Figure 1. Met2 routing.
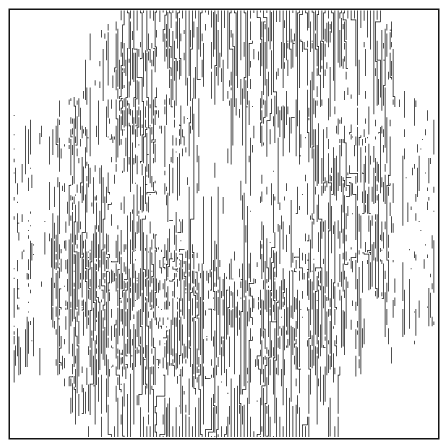
Figure 2. Placed cells, one colour a class.
Scale bar: 20 µm. Fill, decap, tap and diode cells in grey.
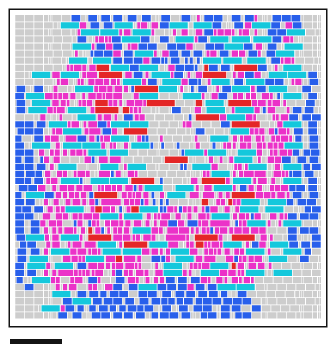
Figure 3. Sizing map.
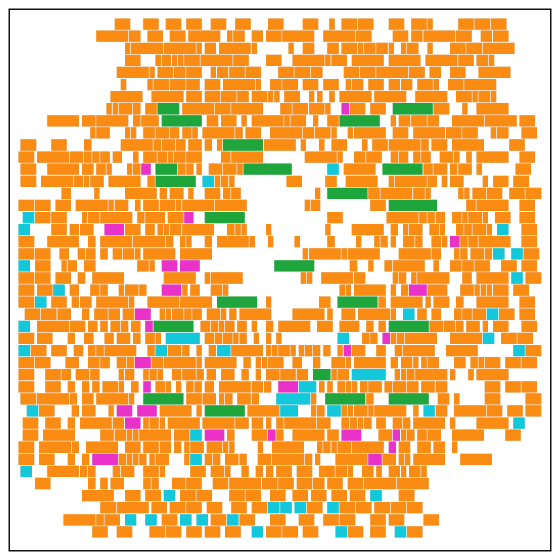
Figure 4. Clock routing.
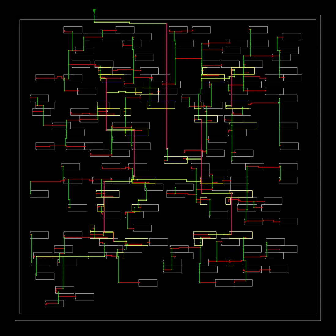
[config.mk]
export PLATFORM = sky130hd
export DESIGN_NAME = fetch_stage_ctrl_flat
export DESIGN_NICKNAME = d
export VERILOG_FILES = /design/src/rtl/fetch_stage_ctrl_pkg.sv /design/src/rtl/fetch_stage_ctrl_if.sv /design/src/rtl/fetch_stage_ctrl_sat_counter.sv /design/src/rtl/fetch_stage_ctrl.sv /design/src/flat_wrapper.sv
export SDC_FILE = /design/constraint.sdc
export NUM_CORES = 1
export LEC_CHECK = 0
export CAP_MARGIN = 10
export CORE_MARGIN = 1.5
export CORE_UTILIZATION = 45
export DETAILED_ROUTE_END_ITERATION = 10
export GPL_TIMING_DRIVEN = 0
export PLACE_DENSITY = 0.87
export SETUP_SLACK_MARGIN = 0.05
export SLEW_MARGIN = 15
export SYNTH_ARGS = -nofsm -noshare
export SYNTH_HDL_FRONTEND = slang
export SYNTH_SLANG_ARGS = --single-unit
[constraint.sdc]
create_clock -name clk -period 5.4 [get_ports clk]
set_input_delay 0.54 -clock clk [delete_from_list [all_inputs] [get_ports clk]]
set_output_delay 0.54 -clock clk [all_outputs]
set_load 0.02 [all_outputs]
[src/rtl/fetch_stage_ctrl_pkg.sv]
// ---------------------------------------------------------------------------
// fetch_stage_ctrl_pkg
// Shared definitions for the instruction-fetch stage controller:
//   - fetch_state_e : FSM state encodings (also driven out on state_o)
//   - DEF_RESET_PC  : default PC loaded by reset
//   - DEF_NOP_INSTR : default instruction word used for bubbles/flushes
//   - PC_INCR       : sequential PC increment
//   - next_fetch_state() : next-state rule shared by RUN, STALL and REDIR
// ---------------------------------------------------------------------------
package fetch_stage_ctrl_pkg;

  typedef enum logic [1:0] {
    ST_BOOT  = 2'd0,
    ST_RUN   = 2'd1,
    ST_STALL = 2'd2,
    ST_REDIR = 2'd3
  } fetch_state_e;

  localparam logic [31:0] DEF_RESET_PC  = 32'h0040_0000;
  localparam logic [31:0] DEF_NOP_INSTR = 32'h0000_0000;
  localparam logic [31:0] PC_INCR       = 32'd4;

  // Once out of BOOT every state follows the same rule: a stall wins over
  // a redirect, and a redirect wins over sequential fetch.
  function automatic fetch_state_e next_fetch_state(input logic pc_write,
                                                    input logic redirect);
    if (!pc_write)     return ST_STALL;
    else if (redirect) return ST_REDIR;
    else               return ST_RUN;
  endfunction

endpackage

[src/rtl/fetch_stage_ctrl_if.sv]
// ---------------------------------------------------------------------------
// fetch_stage_ctrl_if
// Instruction-memory bus between the fetch stage and the instruction memory.
//   imem_addr_o  : fetch address (driven by the fetch stage, master)
//   imem_rdata_i : instruction word at imem_addr_o, asynchronous read (slave)
// ---------------------------------------------------------------------------
interface fetch_stage_ctrl_if;
  logic [31:0] imem_addr_o;
  logic [31:0] imem_rdata_i;

  modport master (output imem_addr_o, input  imem_rdata_i);
  modport slave  (input  imem_addr_o, output imem_rdata_i);
endinterface

[src/rtl/fetch_stage_ctrl_sat_counter.sv]
// ---------------------------------------------------------------------------
// sat_counter
// Width-parameterised event counter that sticks at its all-ones value.
//   clk     : rising-edge clock
//   i_clr   : synchronous clear (dominates i_inc)
//   i_inc   : count one event on this edge
//   o_count : registered count value
// ---------------------------------------------------------------------------
module sat_counter #(
  parameter int W = 16
) (
  input  logic         clk,
  input  logic         i_clr,
  input  logic         i_inc,
  output logic [W-1:0] o_count
);

  logic [W-1:0] r_count;

  always_ff @(posedge clk) begin
    if (i_clr) begin
      r_count <= '0;
    end else if (i_inc && (r_count != {W{1'b1}})) begin
      r_count <= r_count + W'(1);
    end
  end

  assign o_count = r_count;

endmodule

[src/rtl/fetch_stage_ctrl.sv]
// ---------------------------------------------------------------------------
// fetch_stage_ctrl
// PC register, IF/ID pipeline register and fetch FSM of a 5-stage pipeline.
//   clk, reset         : rising-edge clock, synchronous active-high reset
//   pc_write_i         : 1 = PC may update (0 = stall, overrides redirect)
//   ifid_write_i       : 1 = IF/ID may load
//   ifid_flush_n_i     : 0 = load a NOP bubble into IF/ID
//   redirect_valid_i   : taken jump/branch, target on redirect_pc_i
//   imem               : instruction-memory bus (address out, word in)
//   pc_o               : current PC (imem.imem_addr_o mirrors it)
//   ifid_instr_o/_pc_plus4_o/_valid_o : IF/ID register contents
//   state_o            : FSM state (BOOT=0, RUN=1, STALL=2, REDIR=3)
//   stall_cnt_o        : saturating count of stalled edges
//   flush_cnt_o        : saturating count of IF/ID flush loads
// ---------------------------------------------------------------------------
module fetch_stage_ctrl
  import fetch_stage_ctrl_pkg::*;
#(
  parameter logic [31:0] RESET_PC  = DEF_RESET_PC,
  parameter logic [31:0] NOP_INSTR = DEF_NOP_INSTR,
  parameter int          CNT_W     = 16
) (
  input  logic                clk,
  input  logic                reset,
  input  logic                pc_write_i,
  input  logic                ifid_write_i,
  input  logic                ifid_flush_n_i,
  input  logic                redirect_valid_i,
  input  logic [31:0]         redirect_pc_i,
  fetch_stage_ctrl_if.master  imem,
  output logic [31:0]         pc_o,
  output logic [31:0]         ifid_instr_o,
  output logic [31:0]         ifid_pc_plus4_o,
  output logic                ifid_valid_o,
  output logic [1:0]          state_o,
  output logic [CNT_W-1:0]    stall_cnt_o,
  output logic [CNT_W-1:0]    flush_cnt_o
);

  fetch_state_e r_state;
  logic [31:0]  r_pc;
  logic [31:0]  r_ifid_instr;
  logic [31:0]  r_ifid_pc_plus4;
  logic         r_ifid_valid;

  logic [31:0]  w_pc_plus4;
  logic         w_active;
  logic         w_stall_evt;
  logic         w_flush_evt;

  // 32-bit add wraps naturally: 0xFFFF_FFFC + 4 = 0.
  assign w_pc_plus4  = r_pc + PC_INCR;
  assign w_active    = (r_state != ST_BOOT);
  assign w_stall_evt = w_active && !pc_write_i;
  assign w_flush_evt = w_active && ifid_write_i && !ifid_flush_n_i;

  // NOTE: all state lives in one clocked block with non-blocking assignments,
  // so every register samples the pre-edge values of its neighbours (IF/ID
  // takes the old PC + 4 on the same edge the PC advances).
  always_ff @(posedge clk) begin
    if (reset) begin
      r_state         <= ST_BOOT;
      r_pc            <= RESET_PC;
      r_ifid_instr    <= NOP_INSTR;
      r_ifid_pc_plus4 <= '0;
      r_ifid_valid    <= 1'b0;
    end else if (r_state == ST_BOOT) begin
      // One bubble cycle out of reset; the PC and any redirect are ignored.
      r_state         <= ST_RUN;
      r_ifid_instr    <= NOP_INSTR;
      r_ifid_valid    <= 1'b0;
    end else begin
      r_state <= next_fetch_state(pc_write_i, redirect_valid_i);

      if (pc_write_i) begin
        r_pc <= redirect_valid_i ? redirect_pc_i : w_pc_plus4;
      end

      if (ifid_write_i) begin
        r_ifid_pc_plus4 <= w_pc_plus4;
        if (!ifid_flush_n_i) begin
          r_ifid_instr <= NOP_INSTR;
          r_ifid_valid <= 1'b0;
        end else begin
          r_ifid_instr <= imem.imem_rdata_i;
          r_ifid_valid <= 1'b1;
        end
      end
    end
  end

  sat_counter #(.W(CNT_W)) u_stall_cnt (
    .clk     (clk),
    .i_clr   (reset),
    .i_inc   (w_stall_evt),
    .o_count (stall_cnt_o)
  );

  sat_counter #(.W(CNT_W)) u_flush_cnt (
    .clk     (clk),
    .i_clr   (reset),
    .i_inc   (w_flush_evt),
    .o_count (flush_cnt_o)
  );

  assign imem.imem_addr_o = r_pc;
  assign pc_o             = r_pc;
  assign ifid_instr_o     = r_ifid_instr;
  assign ifid_pc_plus4_o  = r_ifid_pc_plus4;
  assign ifid_valid_o     = r_ifid_valid;
  assign state_o          = r_state;

endmodule

[src/flat_wrapper.sv]
// flat-port wrapper written by rule: the top's interface ports become plain ports
module fetch_stage_ctrl_flat import fetch_stage_ctrl_pkg::*;
#(
  parameter logic [31:0] RESET_PC  = DEF_RESET_PC,
  parameter logic [31:0] NOP_INSTR = DEF_NOP_INSTR,
  parameter int          CNT_W     = 16
)
  (clk, reset, pc_write_i, ifid_write_i, ifid_flush_n_i, redirect_valid_i, redirect_pc_i, pc_o, ifid_instr_o, ifid_pc_plus4_o, ifid_valid_o, state_o, stall_cnt_o, flush_cnt_o, imem_imem_addr_o, imem_imem_rdata_i);
  fetch_stage_ctrl_if imem_i ();
  input  logic clk;
  input  logic reset;
  input  logic pc_write_i;
  input  logic ifid_write_i;
  input  logic ifid_flush_n_i;
  input  logic redirect_valid_i;
  input  logic [31:0] redirect_pc_i;
  output logic [31:0] pc_o;
  output logic [31:0] ifid_instr_o;
  output logic [31:0] ifid_pc_plus4_o;
  output logic ifid_valid_o;
  output logic [1:0] state_o;
  output logic [CNT_W-1:0] stall_cnt_o;
  output logic [CNT_W-1:0] flush_cnt_o;
  output wire logic [$bits(imem_i.imem_addr_o)-1:0] imem_imem_addr_o;
  input wire logic [$bits(imem_i.imem_rdata_i)-1:0] imem_imem_rdata_i;
  assign imem_imem_addr_o = imem_i.imem_addr_o;
  assign imem_i.imem_rdata_i = imem_imem_rdata_i;
  fetch_stage_ctrl #(.RESET_PC(RESET_PC), .NOP_INSTR(NOP_INSTR), .CNT_W(CNT_W)) u_core (.clk(clk), .reset(reset), .pc_write_i(pc_write_i), .ifid_write_i(ifid_write_i), .ifid_flush_n_i(ifid_flush_n_i), .redirect_valid_i(redirect_valid_i), .redirect_pc_i(redirect_pc_i), .imem(imem_i), .pc_o(pc_o), .ifid_instr_o(ifid_instr_o), .ifid_pc_plus4_o(ifid_pc_plus4_o), .ifid_valid_o(ifid_valid_o), .state_o(state_o), .stall_cnt_o(stall_cnt_o), .flush_cnt_o(flush_cnt_o));
endmodule
==> run notes <==
fresh numbers from the pnr run: Flop pwr share=0.403, Max-area cell class=multi-input combinational cells, RePlAce Congestion=about 0.93, worst hold start=u_core.ifid_pc_plus4_o[0]$_SDFFE_PP0N_, Clock transition at path regs=roughly 0.060 ns, Root Buffer=clkbuf_16, Non-clock buffer share=0.294, GRT Util Overall=0.280, sw frac=0.270, endpoint type of the worst setup path=register, GRT overflow=0, Startpoint Class=register, htree depth=4, routed length per instance=around 18 µm, Die W=roughly 120 µm, Synth Cell Area=roughly 6300 µm², biggest area cells=dfxtp_1 42%, nor2_1 6.1%, a22oi_1 4.0%, fa+ha+maj area frac=0.00594, LEAKAGE=about 3.3 nW, vias per cell=5.78, Slew @ Worst Pin=around 1.1 ns, status=complete, no violations, # setup viols final=0, maximum clock frequency=~340 MHz, VDD IR max=around 0.22 mV, Hold Violations, Final=0, Syn Nets=a little over 800, DRT iter0 DRCs=647, Post-Place Cells=1160, Final Instance Count excl. Fillers=around 1200, Filler cells=roughly 1100, number of global-route vias before repair=between 6000 and 7000, drt drc=0, Final HPWL DP=approximately 15000 µm
About Figure 1:
longest straight run: 34.7 µm
share of all routed wire: 47%
wire length on this layer: 10000 µm
main direction: vertical
Via Count: 6889
met2 Track Usage GR: 0.455

About Figure 2:
[sequential cells] cyan | cells: 131
[combinational and other logic] magenta | cells: 532
[remaining buffers and delay cells] blue | cells: 317
[clock drivers and dummy loads] red | cells: 32
sequential cell area share: 0.278
Core Footprint: 13800 µm²
Core Util, Final: 0.686

About Figure 3:
[_0 and _1 cells] orange | cells: 918 | share: 91%
[_2 cells] magenta | cells: 26 | share: 2.6%
[_6 and larger] green | cells: 22 | share: 2.2%
[_3 and _4 cells] cyan | cells: 46 | share: 4.5%
Area growth, synth to finish: 49.5%
final instance area: 9440 µm²
Non-clk bufs: 317

About Figure 4:
Fin Clk Skew: 0.00723 ns
Clk power: 0.00114 W
clock buffers: 19
clk latency late pin: 0.42 ns
Seq cells: 131

how the worst max path moves through the flow:
stage	depth (start not counted)	endpoint	slack, ns	from
CTS	6	u_core.imem.imem_addr_o[30]$_SDFFE_PP0N_	2.54	u_core.imem.imem_addr_o[2]$_SDFFE_PP0N_
global placement	7	u_core.imem.imem_addr_o[7]$_SDFFE_PP0N_	2.56	pc_write_i
floorplan	6	u_core.imem.imem_addr_o[22]$_SDFFE_PP1N_	3.05	u_core.imem.imem_addr_o[2]$_SDFFE_PP0N_
detailed placement	7	u_core.imem.imem_addr_o[8]$_SDFFE_PP0N_	2.50	pc_write_i
global route	6	u_core.imem.imem_addr_o[30]$_SDFFE_PP0N_	2.30	u_core.imem.imem_addr_o[2]$_SDFFE_PP0N_
finish	6	u_core.imem.imem_addr_o[30]$_SDFFE_PP0N_	2.42	u_core.imem.imem_addr_o[2]$_SDFFE_PP0N_
power groups by stage:
stage | clock (W) | combinational (W) | sequential [W]
after global routing | 0.00119 | 0.000438 | 0.00106
final | 0.00114 | 0.000415 | 0.00105
after detailed placement | 0 | 0.000410 | 0.00107
after global placement | 0 | 0.000404 | 0.00107
after CTS | 0.00114 | 0.000412 | 0.00105
after floorplan | 0 | 0.000163 | 0.00111
routing by layer:
metal  track usage  vias to the layer above  part of all wire
met5             0                        -                 0
met4         0.138                        0             0.036
met2         0.455                      395              0.47
met3        0.0531                       70             0.082
li1              -                     3196                 -
met1         0.357                     3228              0.41
worst max-delay path, stage by stage, from the launching register on:
cell	delay, ns
dfxtp_1	0.58
ha_1	0.38
inv_1	0.17
nor4_2	0.95
nand3_2	0.19
or4_1	0.45
a31oi_1	0.18
No activity file was given, so power comes from the tool's default toggle rates.
